`src/rtl/delta_alu_pipe_if.sv`:
```
// Operand/result bundle for delta_alu_pipe: sample stream in, registered result and flags out.
interface delta_alu_pipe_if #(
    parameter int unsigned WIDTH = 8
);
    logic             IN_VALID;
    logic [WIDTH-1:0] X;
    logic [2:0]       M;
    logic             OUT_VALID;
    logic [WIDTH-1:0] S;
    logic [WIDTH-1:0] PX;
    logic             CARRY;
    logic             ZERO;
    logic             OVF;
    logic             HIST_FULL;

    modport master (
        output IN_VALID, X, M,
        input  OUT_VALID, S, PX, CARRY, ZERO, OVF, HIST_FULL
    );

    modport slave (
        input  IN_VALID, X, M,
        output OUT_VALID, S, PX, CARRY, ZERO, OVF, HIST_FULL
    );
endinterface

```
`src/rtl/delta_alu_pipe.sv`:
```
// Streaming ALU stage: combines each accepted sample with the one accepted DEPTH samples earlier,
// plus an accumulator; one-cycle registered result with status flags.
module delta_alu_pipe #(
    parameter int unsigned WIDTH = 8,
    parameter int unsigned DEPTH = 1
) (
    input  logic           CLK,
    input  logic           RST_N,
    delta_alu_pipe_if.slave bus
);
    localparam int unsigned CW  = $clog2(DEPTH + 1);
    localparam int unsigned MSB = WIDTH - 1;

    typedef enum logic [2:0] {
        OP_ADD  = 3'b000,
        OP_SUB  = 3'b001,
        OP_OR   = 3'b010,
        OP_AND  = 3'b011,
        OP_XOR  = 3'b100,
        OP_ACC  = 3'b101,
        OP_LOAD = 3'b110,
        OP_MAX  = 3'b111
    } op_e;

    logic [WIDTH-1:0] hist [DEPTH];
    logic [WIDTH-1:0] acc;
    logic [CW-1:0]    fill;

    op_e              op;
    logic [WIDTH-1:0] x;
    logic [WIDTH-1:0] p;
    logic [WIDTH-1:0] res;
    logic [WIDTH-1:0] acc_next;
    logic [WIDTH:0]   sum;
    logic [WIDTH:0]   diff;
    logic [WIDTH:0]   acc_sum;
    logic             carry_n;
    logic             ovf_n;

    always_comb begin
        op       = op_e'(bus.M);
        x        = bus.X;
        p        = hist[DEPTH-1];
        sum      = {1'b0, x} + {1'b0, p};
        diff     = {1'b0, x} + {1'b0, ~p} + (WIDTH+1)'(1);
        acc_sum  = {1'b0, acc} + {1'b0, x};
        res      = '0;
        carry_n  = 1'b0;
        ovf_n    = 1'b0;
        acc_next = acc;
        case (op)
            OP_ADD: begin
                res     = sum[MSB:0];
                carry_n = sum[WIDTH];
                ovf_n   = (x[MSB] == p[MSB]) && (sum[MSB] != x[MSB]);
            end
            OP_SUB: begin
                // carry out of x + ~p + 1 is exactly the no-borrow (x >= p) condition
                res     = diff[MSB:0];
                carry_n = diff[WIDTH];
                ovf_n   = (x[MSB] != p[MSB]) && (diff[MSB] != x[MSB]);
            end
            OP_OR:  res = x | p;
            OP_AND: res = x & p;
            OP_XOR: res = x ^ p;
            OP_ACC: begin
                acc_next = acc_sum[MSB:0];
                res      = acc_sum[MSB:0];
                carry_n  = acc_sum[WIDTH];
                ovf_n    = (acc[MSB] == x[MSB]) && (acc_sum[MSB] != x[MSB]);
            end
            OP_LOAD: begin
                acc_next = x;
                res      = x;
            end
            OP_MAX: begin
                res     = (x >= p) ? x : p;
                carry_n = (x >= p);
            end
            default: res = '0;
        endcase
    end

    always_ff @(posedge CLK or negedge RST_N) begin
        if (!RST_N) begin
            for (int unsigned i = 0; i < DEPTH; i++) hist[i] <= '0;
            acc           <= '0;
            fill          <= '0;
            bus.OUT_VALID <= 1'b0;
            bus.S         <= '0;
            bus.PX        <= '0;
            bus.CARRY     <= 1'b0;
            bus.ZERO      <= 1'b0;
            bus.OVF       <= 1'b0;
            bus.HIST_FULL <= 1'b0;
        end else begin
            bus.OUT_VALID <= bus.IN_VALID;
            if (bus.IN_VALID) begin
                hist[0] <= x;
                for (int unsigned i = 1; i < DEPTH; i++) hist[i] <= hist[i-1];
                acc <= acc_next;
                if (fill != CW'(DEPTH)) fill <= fill + 1'b1;
                if (fill == CW'(DEPTH - 1)) bus.HIST_FULL <= 1'b1;
                bus.S     <= res;
                bus.PX    <= p;
                bus.CARRY <= carry_n;
                bus.ZERO  <= (res == '0);
                bus.OVF   <= ovf_n;
            end
        end
    end
endmodule

```
`src/flat_wrapper.sv`:
```
// flat-port wrapper written by rule: the top's interface ports become plain ports
module delta_alu_pipe_flat 
#(
    parameter int unsigned WIDTH = 8,
    parameter int unsigned DEPTH = 1
)
  (CLK, RST_N, bus_IN_VALID, bus_X, bus_M, bus_OUT_VALID, bus_S, bus_PX, bus_CARRY, bus_ZERO, bus_OVF, bus_HIST_FULL);
  delta_alu_pipe_if #(.WIDTH(WIDTH)) bus_i ();
  input  logic CLK;
  input  logic RST_N;
  input wire logic [$bits(bus_i.IN_VALID)-1:0] bus_IN_VALID;
  input wire logic [$bits(bus_i.X)-1:0] bus_X;
  input wire logic [$bits(bus_i.M)-1:0] bus_M;
  output wire logic [$bits(bus_i.OUT_VALID)-1:0] bus_OUT_VALID;
  output wire logic [$bits(bus_i.S)-1:0] bus_S;
  output wire logic [$bits(bus_i.PX)-1:0] bus_PX;
  output wire logic [$bits(bus_i.CARRY)-1:0] bus_CARRY;
  output wire logic [$bits(bus_i.ZERO)-1:0] bus_ZERO;
  output wire logic [$bits(bus_i.OVF)-1:0] bus_OVF;
  output wire logic [$bits(bus_i.HIST_FULL)-1:0] bus_HIST_FULL;
  assign bus_i.IN_VALID = bus_IN_VALID;
  assign bus_i.X = bus_X;
  assign bus_i.M = bus_M;
  assign bus_OUT_VALID = bus_i.OUT_VALID;
  assign bus_S = bus_i.S;
  assign bus_PX = bus_i.PX;
  assign bus_CARRY = bus_i.CARRY;
  assign bus_ZERO = bus_i.ZERO;
  assign bus_OVF = bus_i.OVF;
  assign bus_HIST_FULL = bus_i.HIST_FULL;
  delta_alu_pipe #(.WIDTH(WIDTH), .DEPTH(DEPTH)) u_core (.CLK(CLK), .RST_N(RST_N), .bus(bus_i));
endmodule
```
`config.mk`:
```
export PLATFORM = sky130hd
export DESIGN_NAME = delta_alu_pipe_flat
export DESIGN_NICKNAME = d
export VERILOG_FILES = /design/src/rtl/delta_alu_pipe_if.sv /design/src/rtl/delta_alu_pipe.sv /design/src/flat_wrapper.sv
export SDC_FILE = /design/constraint.sdc
export NUM_CORES = 1
export LEC_CHECK = 0
export ABC_AREA = 1
export CORE_MARGIN = 2
export CORE_UTILIZATION = 60
export CTS_BUF_LIST = sky130_fd_sc_hd__clkbuf_4 sky130_fd_sc_hd__clkbuf_8
export DETAILED_ROUTE_END_ITERATION = 16
export PLACE_DENSITY = 0.84
export SLEW_MARGIN = 20
export SYNTH_ARGS = -nofsm -noshare
export SYNTH_HDL_FRONTEND = slang
export SYNTH_SLANG_ARGS = --single-unit
export TNS_END_PERCENT = 10
```
`constraint.sdc`:
```
create_clock -name CLK -period 4.85 [get_ports CLK]
set_input_delay 0.97 -clock CLK [delete_from_list [all_inputs] [get_ports CLK]]
set_output_delay 0.97 -clock CLK [all_outputs]
set_load 0.05 [all_outputs]
```
power_grid.png
Bar = 20 um. Pins as bars on the die edge. Tap cells in gray.
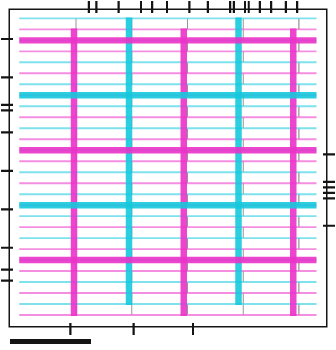
| net | color |
|---|---|
| VDD | cyan |
| VSS | magenta |
met1 rails: 28
met5 straps: 5
met4 straps: 5

placement_by_type.png
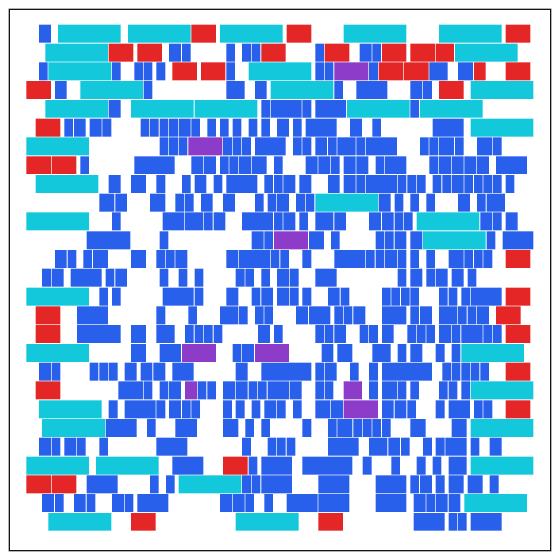
| class | color | cells | share of their area |
|---|---|---|---|
| flops | cyan | 38 | 26% |
| other buffers and delay cells | red | 35 | 9.3% |
| combinational and other logic | blue | 431 | 62% |
| clock drivers and dummy loads | purple | 8 | 2.6% |

clk_routes.png
Bar = 20 um.
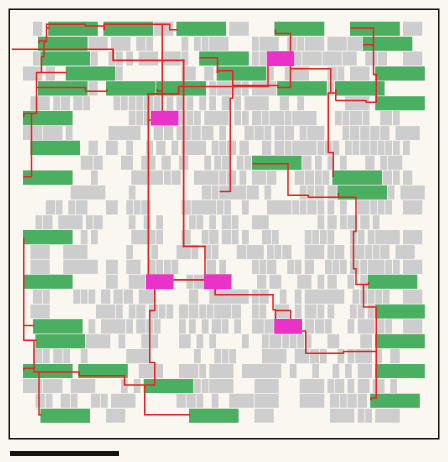
[clock wires] red | length: 593 um
[clock drivers] magenta | count: 5
[flip-flops] green | count: 38
routed clock nets: 6
worst-skew pair later-pin latency: 0.30 ns
Clk network pwr share: 0.176

wires.png
Bar = 20 um. Only two layers are drawn.
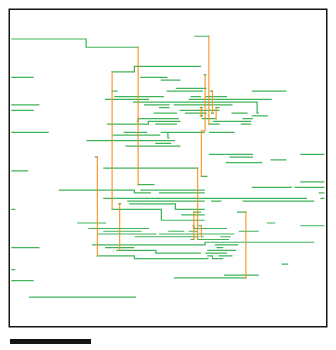
| layer | color | wire length |
|---|---|---|
| metal 4 | orange | 206 um |
| metal 3 | green | 993 um |

==> impl_metrics.env <==
# flow metrics
export IMPL_grt_overflow_total=0
export IMPL_top_area_cell="dfrtp_1"
export IMPL_setup_worst_path_end="u_core.bus.ZERO$_DFFE_PN0P_"
export IMPL_worstPathArrival_ns=3.79
export IMPL_cts_setup_buffers=0
export IMPL_fp_dieW_um=78.24
export IMPL_outcome="finished, final reports clean"
export IMPL_seqPwrFrac=0.307
export IMPL_synth_seq_share=0.2876
export IMPL_r2r_end="u_core.bus.ZERO$_DFFE_PN0P_"
export IMPL_slew_headroom=0.4303
export IMPL_initialDrtViolationCount=352
export IMPL_vias=3408
export IMPL_fp_utilization=0.6118
export IMPL_core_area_mm2=0.005405
export IMPL_crit_type="in -> reg"
export IMPL_grt_max_degree=39
export IMPL_drt_wl_total_um=9831
export IMPL_drive_gt1_frac=0.06250
export IMPL_globalplace_congestion=1.069
export IMPL_path_max_fanout=11
export IMPL_clkSinkCount=38
export IMPL_cts_made_buffers=5
export IMPL_hp_class="reg -> reg"
export IMPL_hold_violations=0
export IMPL_cts_resized_gates=0
export IMPL_r2r_start="u_core.hist[0]$_DFFE_PN0P_"
export IMPL_setup_slack_ns=1.304
export IMPL_r2r_slack_ns=2.30
export IMPL_combinationalPowerShare=0.516
export IMPL_crit_path_end_kind="flop"
export IMPL_avgSynthCellArea_um2=6.904
export IMPL_numPortBuffers=34
export IMPL_rsz0062_at_grt="no"
export IMPL_ys_cells=479
export IMPL_ys_ff=38
export IMPL_final_period_utilization=0.7311
export IMPL_warnings=42
export IMPL_setup_viol=0
export IMPL_hold_end="u_core.bus.HIST_FULL$_DFFE_PN0P_"
export IMPL_fmax_ghz=0.2820
export IMPL_placementRows=27
export IMPL_area_leaders="dfrtp_1, nand2_1, ha_1"
export IMPL_grt_pass1_vias=3262
export IMPL_die_h_um=78.24
export IMPL_dpl_hpwl_um=7654
export IMPL_use_met2=0.5707
export IMPL_wl_per_cell_um=16.83
export IMPL_min_path_cells=1
export IMPL_synth_cell_types=38
export IMPL_cts_tree="yes"
export IMPL_grt_met1_usage=0.4489
export IMPL_detail_route_antenna_nets=0
export IMPL_areaGrowthSynthToFinish_pct=14.19
export IMPL_antenna_found_initial=0
export IMPL_yosysWarnings=0
export IMPL_syn_instance_count=479
export IMPL_critPathLaunchType="input port"
export IMPL_drv_slew=0
export IMPL_dieArea_mm2=0.006122
export IMPL_power_density_mw_per_mm2=359.8
export IMPL_netlist_area_mm2=0.003307
export IMPL_grt_use_met3=0.06552
export IMPL_grt_pass1_wl_um=16110
export IMPL_synth_top_area_share=0.2876
export IMPL_rr_worst_depth=13
export IMPL_grt_busiest_layer="met2"
export IMPL_vdd_drop_max_mv=0.2367
export IMPL_crit_start="bus_X[1]"
## state kept, by name (all words and copies together), names as in the netlist
name / count
u_core.bus.S: 8
u_core.bus.PX: 8
u_core.hist: 8
u_core.bus.CARRY: 1
u_core.bus.OUT_VALID: 1
u_core.bus.OVF: 1
u_core.bus.ZERO: 1
u_core.acc: 8
u_core.bus.HIST_FULL: 1
u_core.fill: 1
## power groups by stage
stage	clock, uW	sequential, uW	combinational, uW
after global placement	0	418	673
after global routing	253	423	775
after floorplan	0	499	420
after detailed placement	0	423	686
after CTS	245	417	691
final	240	417	701
## stage by stage
stage | utilization | power, uW | instances | cell area (um2)
finish | 0.6986 | 1359 | 584 | 3776
floorplan | - | 919.1 | 479 | 3307
detailed placement | 0.6810 | 1109 | 576 | 3681
global placement | 0.6810 | 1092 | 576 | 3681
global route | 0.6986 | 1451 | 584 | 3776
CTS | 0.6986 | 1353 | 584 | 3776
## layer usage
layer	wire [um]	part of all wire	up-vias
met4	205	0.021	0
met1	4096	0.42	1559
met3	993	0.10	27
met2	4536	0.46	193
met5	0	0	-
li1	-	-	1629
## logic make-up after synthesis
logic type                 Yosys count  synth area share
and+or+nand+nor                    261            0.3454
AOI/OAI and AO/OA                   74            0.1302
DFF                                 38            0.2876
adders and majority gates           35            0.1392
buffers and inverters               64           0.07908
xor gates and xnor gates             7           0.01854
## layout make-up
class | count | area, um2
inverters | 54 | 202.7
multi-input cells | 377 | 2095
fillers | 474 | 1629
flip-flops and latches | 38 | 950.9
clock inverters | 2 | 12.51
well taps | 72 | 90.09
clock buffers | 6 | 82.58
repair buffers | 35 | 342.8
## worst max-delay path, cell delays in order
cell and delay, ns:
clkdlybuf4s50_1 0.65, inv_1 0.22, fa_1 0.51, o21ai_1 0.41, nand3_4 0.20, nand3_4 0.21, nand2_1 0.09, nand3_1 0.07
nand2_1 0.05, nand2_1 0.11, nand2_1 0.06, nor2_1 0.08, nand3_1 0.07, nand2_1 0.06
## cell usage in the layout (no fill, tap or decap), types with 4 or more instances in the layout
cell type	count
clkbuf_8	6
nor2_1	43
inv_1	46
xor2_1	4
clkdlybuf4s50_1	33
ha_1	32
nand4_1	9
o21ai_0	33
a31oi_1	6
nand3b_1	4
a21oi_1	18
dfrtp_1	38
nand3_1	45
nand2_1	147
inv_2	8
## cell usage after synthesis (all sizes together)
library cell and n:
nand3b 4, fa 3, o22ai 2, xor2 4
buf 5, nor3 3, o2111ai 1, inv 54
o21ai 35, o21a 2, xnor2 3, ha 32
nand3 48, a21oi 20, o221ai 1, nand2 148
clkbuf 5, or2 4, dfrtp 38, nand4 10
o211ai 4, nor2 44, o21bai 3, a31oi 6
Power is estimated from default activity; no workload was simulated.
